**src/rtl/seq_chunk_adder_if.sv**
```systemverilog
// Operand/result bus for seq_chunk_adder.
//   master: requester side (drives start/sub/a/b/cin, observes busy/done/sum/cout)
//   slave : adder side
// With SEQ_ADDER_OVF_EN defined the bus also carries the signed overflow flag ovf.
interface seq_chunk_adder_if #(
  parameter int unsigned WIDTH = 8
) ();
  logic             start;
  logic             sub;
  logic [WIDTH-1:0] a;
  logic [WIDTH-1:0] b;
  logic             cin;
  logic             busy;
  logic             done;
  logic [WIDTH-1:0] sum;
  logic             cout;
`ifdef SEQ_ADDER_OVF_EN
  logic             ovf;
`endif

  modport master (
    output start, sub, a, b, cin,
    input  busy, done, sum, cout
`ifdef SEQ_ADDER_OVF_EN
    , input ovf
`endif
  );

  modport slave (
    input  start, sub, a, b, cin,
    output busy, done, sum, cout
`ifdef SEQ_ADDER_OVF_EN
    , output ovf
`endif
  );
endinterface

```
**src/rtl/seq_chunk_adder.sv**
```systemverilog
// Multi-cycle adder/subtractor: adds two WIDTH-bit operands CHUNK bits per
// clock, LSB chunk first, through an internal carry register.
//   clk  : rising-edge clock
//   rst  : synchronous active-high reset
//   bus  : seq_chunk_adder_if.slave (start/sub/a/b/cin in, busy/done/sum/cout out)
// Optional macro SEQ_ADDER_OVF_EN adds the registered signed overflow bus.ovf.
module seq_chunk_adder #(
  parameter int unsigned WIDTH = 8,
  parameter int unsigned CHUNK = 1
) (
  input  logic           clk,
  input  logic           rst,
  seq_chunk_adder_if.slave bus
);

  localparam int unsigned STEPS = WIDTH / CHUNK;
  localparam int unsigned CW    = (STEPS > 1) ? $clog2(STEPS) : 1;

  localparam logic [1:0] S_IDLE = 2'd0;
  localparam logic [1:0] S_RUN  = 2'd1;
  localparam logic [1:0] S_DONE = 2'd2;

  logic [1:0]       state;
  logic [1:0]       state_nx;

  // Operands shift right one chunk per step so the active chunk is always at the bottom.
  logic [WIDTH-1:0] op_a;
  logic [WIDTH-1:0] op_b;
  logic [WIDTH-1:0] res;
  logic             carry;
  logic [CW-1:0]    step;

  logic [CHUNK:0]   chunk_sum;
  logic [WIDTH-1:0] res_nx;
  logic             last_step;

  logic             busy_q;
  logic             done_q;
  logic [WIDTH-1:0] sum_q;
  logic             cout_q;
`ifdef SEQ_ADDER_OVF_EN
  logic             ovf_q;
  logic             ovf_nx;
`endif

  // Chunk adder, result shift-in and next-state decode
  always_comb begin
    state_nx  = state;
    last_step = (step == CW'(STEPS - 1));
    chunk_sum = (CHUNK + 1)'(op_a[CHUNK-1:0]) + (CHUNK + 1)'(op_b[CHUNK-1:0])
              + (CHUNK + 1)'(carry);
    // New chunk enters at the top; after STEPS shifts it lands at [k*CHUNK +: CHUNK].
    res_nx    = (res >> CHUNK) | (WIDTH'(chunk_sum[CHUNK-1:0]) << (WIDTH - CHUNK));
    case (state)
      S_IDLE:  if (bus.start) state_nx = S_RUN;
      S_RUN:   if (last_step) state_nx = S_DONE;
      S_DONE:  state_nx = S_IDLE;
      default: state_nx = S_IDLE;
    endcase
  end

`ifdef SEQ_ADDER_OVF_EN
  // Carry into the MSB is recovered as sum^a^b at the top bit of the final chunk.
  always_comb begin
    ovf_nx = chunk_sum[CHUNK] ^ chunk_sum[CHUNK-1] ^ op_a[CHUNK-1] ^ op_b[CHUNK-1];
  end
`endif

  // State register
  always_ff @(posedge clk) begin
    if (rst) state <= S_IDLE;
    else     state <= state_nx;
  end

  // Datapath and registered outputs
  always_ff @(posedge clk) begin
    if (rst) begin
      op_a   <= '0;
      op_b   <= '0;
      res    <= '0;
      carry  <= 1'b0;
      step   <= '0;
      busy_q <= 1'b0;
      done_q <= 1'b0;
      sum_q  <= '0;
      cout_q <= 1'b0;
`ifdef SEQ_ADDER_OVF_EN
      ovf_q  <= 1'b0;
`endif
    end else begin
      busy_q <= (state_nx == S_RUN);
      done_q <= (state_nx == S_DONE);
      case (state)
        S_IDLE: begin
          if (bus.start) begin
            op_a  <= bus.a;
            op_b  <= bus.sub ? ~bus.b : bus.b;
            // Subtract is a + ~b + 1, so cin is forced to 1.
            carry <= bus.sub | bus.cin;
            step  <= '0;
          end
        end
        S_RUN: begin
          op_a  <= op_a >> CHUNK;
          op_b  <= op_b >> CHUNK;
          carry <= chunk_sum[CHUNK];
          res   <= res_nx;
          step  <= step + CW'(1);
          if (last_step) begin
            sum_q  <= res_nx;
            cout_q <= chunk_sum[CHUNK];
`ifdef SEQ_ADDER_OVF_EN
            ovf_q  <= ovf_nx;
`endif
          end
        end
        default: ;
      endcase
    end
  end

  assign bus.busy = busy_q;
  assign bus.done = done_q;
  assign bus.sum  = sum_q;
  assign bus.cout = cout_q;
`ifdef SEQ_ADDER_OVF_EN
  assign bus.ovf  = ovf_q;
`endif

endmodule

```
**src/flat_wrapper.sv**
```systemverilog
// flat-port wrapper written by rule: the top's interface ports become plain ports
module seq_chunk_adder_flat 
#(
  parameter int unsigned WIDTH = 8,
  parameter int unsigned CHUNK = 1
)
  (clk, rst, bus_start, bus_sub, bus_a, bus_b, bus_cin, bus_busy, bus_done, bus_sum, bus_cout);
  seq_chunk_adder_if #(.WIDTH(WIDTH)) bus_i ();
  input  logic clk;
  input  logic rst;
  input wire logic [$bits(bus_i.start)-1:0] bus_start;
  input wire logic [$bits(bus_i.sub)-1:0] bus_sub;
  input wire logic [$bits(bus_i.a)-1:0] bus_a;
  input wire logic [$bits(bus_i.b)-1:0] bus_b;
  input wire logic [$bits(bus_i.cin)-1:0] bus_cin;
  output wire logic [$bits(bus_i.busy)-1:0] bus_busy;
  output wire logic [$bits(bus_i.done)-1:0] bus_done;
  output wire logic [$bits(bus_i.sum)-1:0] bus_sum;
  output wire logic [$bits(bus_i.cout)-1:0] bus_cout;
  assign bus_i.start = bus_start;
  assign bus_i.sub = bus_sub;
  assign bus_i.a = bus_a;
  assign bus_i.b = bus_b;
  assign bus_i.cin = bus_cin;
  assign bus_busy = bus_i.busy;
  assign bus_done = bus_i.done;
  assign bus_sum = bus_i.sum;
  assign bus_cout = bus_i.cout;
  seq_chunk_adder #(.WIDTH(WIDTH), .CHUNK(CHUNK)) u_core (.clk(clk), .rst(rst), .bus(bus_i));
endmodule
```
**config.mk**
```make
export PLATFORM = sky130hd
export DESIGN_NAME = seq_chunk_adder_flat
export DESIGN_NICKNAME = d
export VERILOG_FILES = /design/src/rtl/seq_chunk_adder_if.sv /design/src/rtl/seq_chunk_adder.sv /design/src/flat_wrapper.sv
export SDC_FILE = /design/constraint.sdc
export NUM_CORES = 1
export LEC_CHECK = 0
export ABC_AREA = 1
export CORE_MARGIN = 2
export CORE_UTILIZATION = 40
export CTS_CLUSTER_SIZE = 25
export DETAILED_ROUTE_END_ITERATION = 6
export GPL_TIMING_DRIVEN = 1
export PLACE_DENSITY_LB_ADDON = 0.3
export SKIP_CTS_REPAIR_TIMING = 1
export SYNTH_ARGS = -nofsm -noshare
export SYNTH_HDL_FRONTEND = slang
export SYNTH_SLANG_ARGS = --single-unit
```
**constraint.sdc**
```tcl
create_clock -name clk -period 1.8 [get_ports clk]
set_clock_uncertainty 0.05 [all_clocks]
set_input_delay 0.36 -clock clk [delete_from_list [all_inputs] [get_ports clk]]
set_output_delay 0.36 -clock clk [all_outputs]
set_load 0.05 [all_outputs]
```
==> impl_metrics.py <==
# Synthesis and PnR figures
metrics = {
    "detailed_routing": {
        "ant_nets": 0,
        "via_count": 1584,
    },
    "synthesis": {
        "cell_count_in_the_yosys_report": 255,
        "synthTopCellsByArea": "dfxtp_1, nand2_1, nor2_1, nand3_1, inv_1",
        "synth_cell_types": 23,
        "yosys.cell_count.top_type": "nand2_1",
        "synth.top_cells.by_count": "nand2_1, nor2_1, dfxtp_1, inv_1, nand3_1",
        "asyncSetResetFlopFracSynth_pct": 0,
    },
    "final_layout": {
        "finish.cell_count_without_fillers": 341,
        "layout_top_cell": "nand2_1",
        "diodes": 0,
    },
    "grt": {
        "first_pass_grt_wire_length_mm": 6.08,
        "first_global_vias": 1457,
    },
    "power": {
        "sequentialPowerShare_pct": 50.1,
        "p_clk_share_pct": 37.4,
        "p_switching_mw": 0.454,
        "seq-power_mw": 0.952,
    },
    "final_timing": {
        "fin_tns_setup_ns": 0,
        "max_clock_freq_mhz": 659,
    },
    "floorplanning": {
        "coreArea_mm2": 0.00432,
        "fp-utilization_pct": 41.2,
    },
    "cts": {
        "max-clock-path-buffers": 2,
        "numCtsBuffers": 5,
    },
    "status": {
        "status": "finished, final reports clean",
    },
    "flow_run": {
        "max_cap_violations": 0,
    },
    "worst_setup_path": {
        "critPathBufInv": 1,
        "worst_path_max_delay_cell": "dfxtp_1",
        "category_of_the_most_critical_setup_path": "reg -> reg",
        "critical_path.startpoint_type": "register",
        "r2r_start": "u_core.step[0]$_SDFFE_PP0P_",
    },
    "placement": {
        "port_buffers": 31,
    },
}
## worst register-to-register path: cells and delay by family, from the launching register on
family	cells	cell delay [ns]
AND/OR/NAND/NOR	4	0.50
flip-flops	1	0.36
adder cells (fa/ha/maj)	2	0.33
buffers and inverters	1	0.18
## layout make-up
| type | instances | area (µm²) |
|---|---|---|
| clock inverters | 2 | 35.0 |
| fillers | 452 | 2100 |
| flip-flops and latches | 40 | 801 |
| clock buffers | 6 | 72.6 |
| inverters | 26 | 100 |
| well taps | 52 | 65.1 |
| multi-input cells | 178 | 808 |
| repair buffers | 37 | 340 |
## sequential cells by signal, indices dropped and copies added, names as in the netlist
signal	flops
u_core.bus.done	1
u_core.op_a	8
u_core.bus.sum	8
u_core.bus.busy	1
u_core.op_b	8
u_core.res	7
u_core.step	3
u_core.state	2
u_core.bus.cout	1
u_core.carry	1
## kinds of logic after synthesis
| family | share of synthesized area (%) |
|---|---|
| AND/OR/NAND/NOR | 33.5 |
| flip-flops | 45.0 |
| buffers and inverters | 9.63 |
| AND-OR/OR-AND | 8.92 |
| adder cells (fa/ha/maj) | 2.53 |
| XOR/XNOR | 0.492 |
## final timing paths
path	endpoint	cells past startpoint	slack [ns]
worst max register to register	u_core.bus.sum[1]$_SDFFE_PP0P_	7	0.28
worst min-delay path	u_core.step[0]$_SDFFE_PP0P_	1	0.42
worst max-delay path	u_core.bus.sum[1]$_SDFFE_PP0P_	7	0.28
worst min register to register	u_core.step[0]$_SDFFE_PP0P_	1	0.42
## metal layers
layer  wire, µm  up-vias  track usage, %  share of wire (%)
met4         59        0            6.92                1.7
li1           -      859               -                  -
met5          0        -               0                  0
met3        181        5            3.13                5.2
met2       1700       42            26.6                 48
met1       1570      678            17.6                 45
Fig. 1: PDN straps and rails
Pins as bars on the die edge. Tap cells in gray.
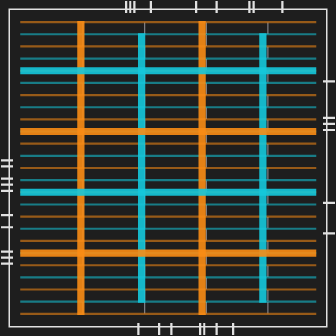
- cyan: VDD
- orange: VSS
- signal pins: 32
- met5 straps: 4

Fig. 2: placement by cell class
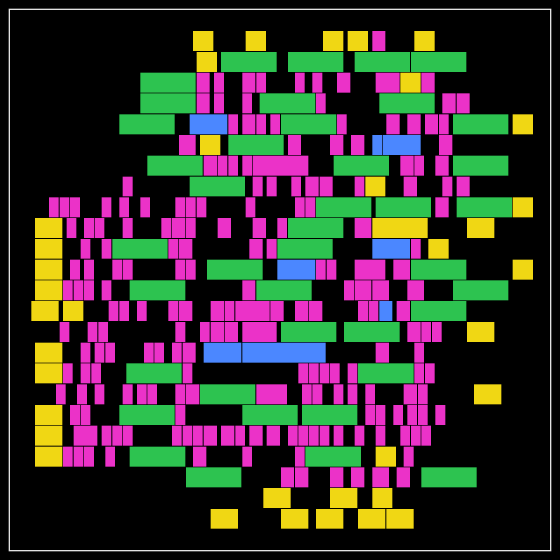
- magenta: remaining logic cells (cells 204; share of their area 42%)
- green: registers (cells 40; share of their area 37%)
- blue: clock drivers and dummy loads (cells 8; share of their area 5.0%)
- yellow: remaining buffers and delay cells (cells 37; share of their area 16%)

Power is estimated from default activity; no workload was simulated.
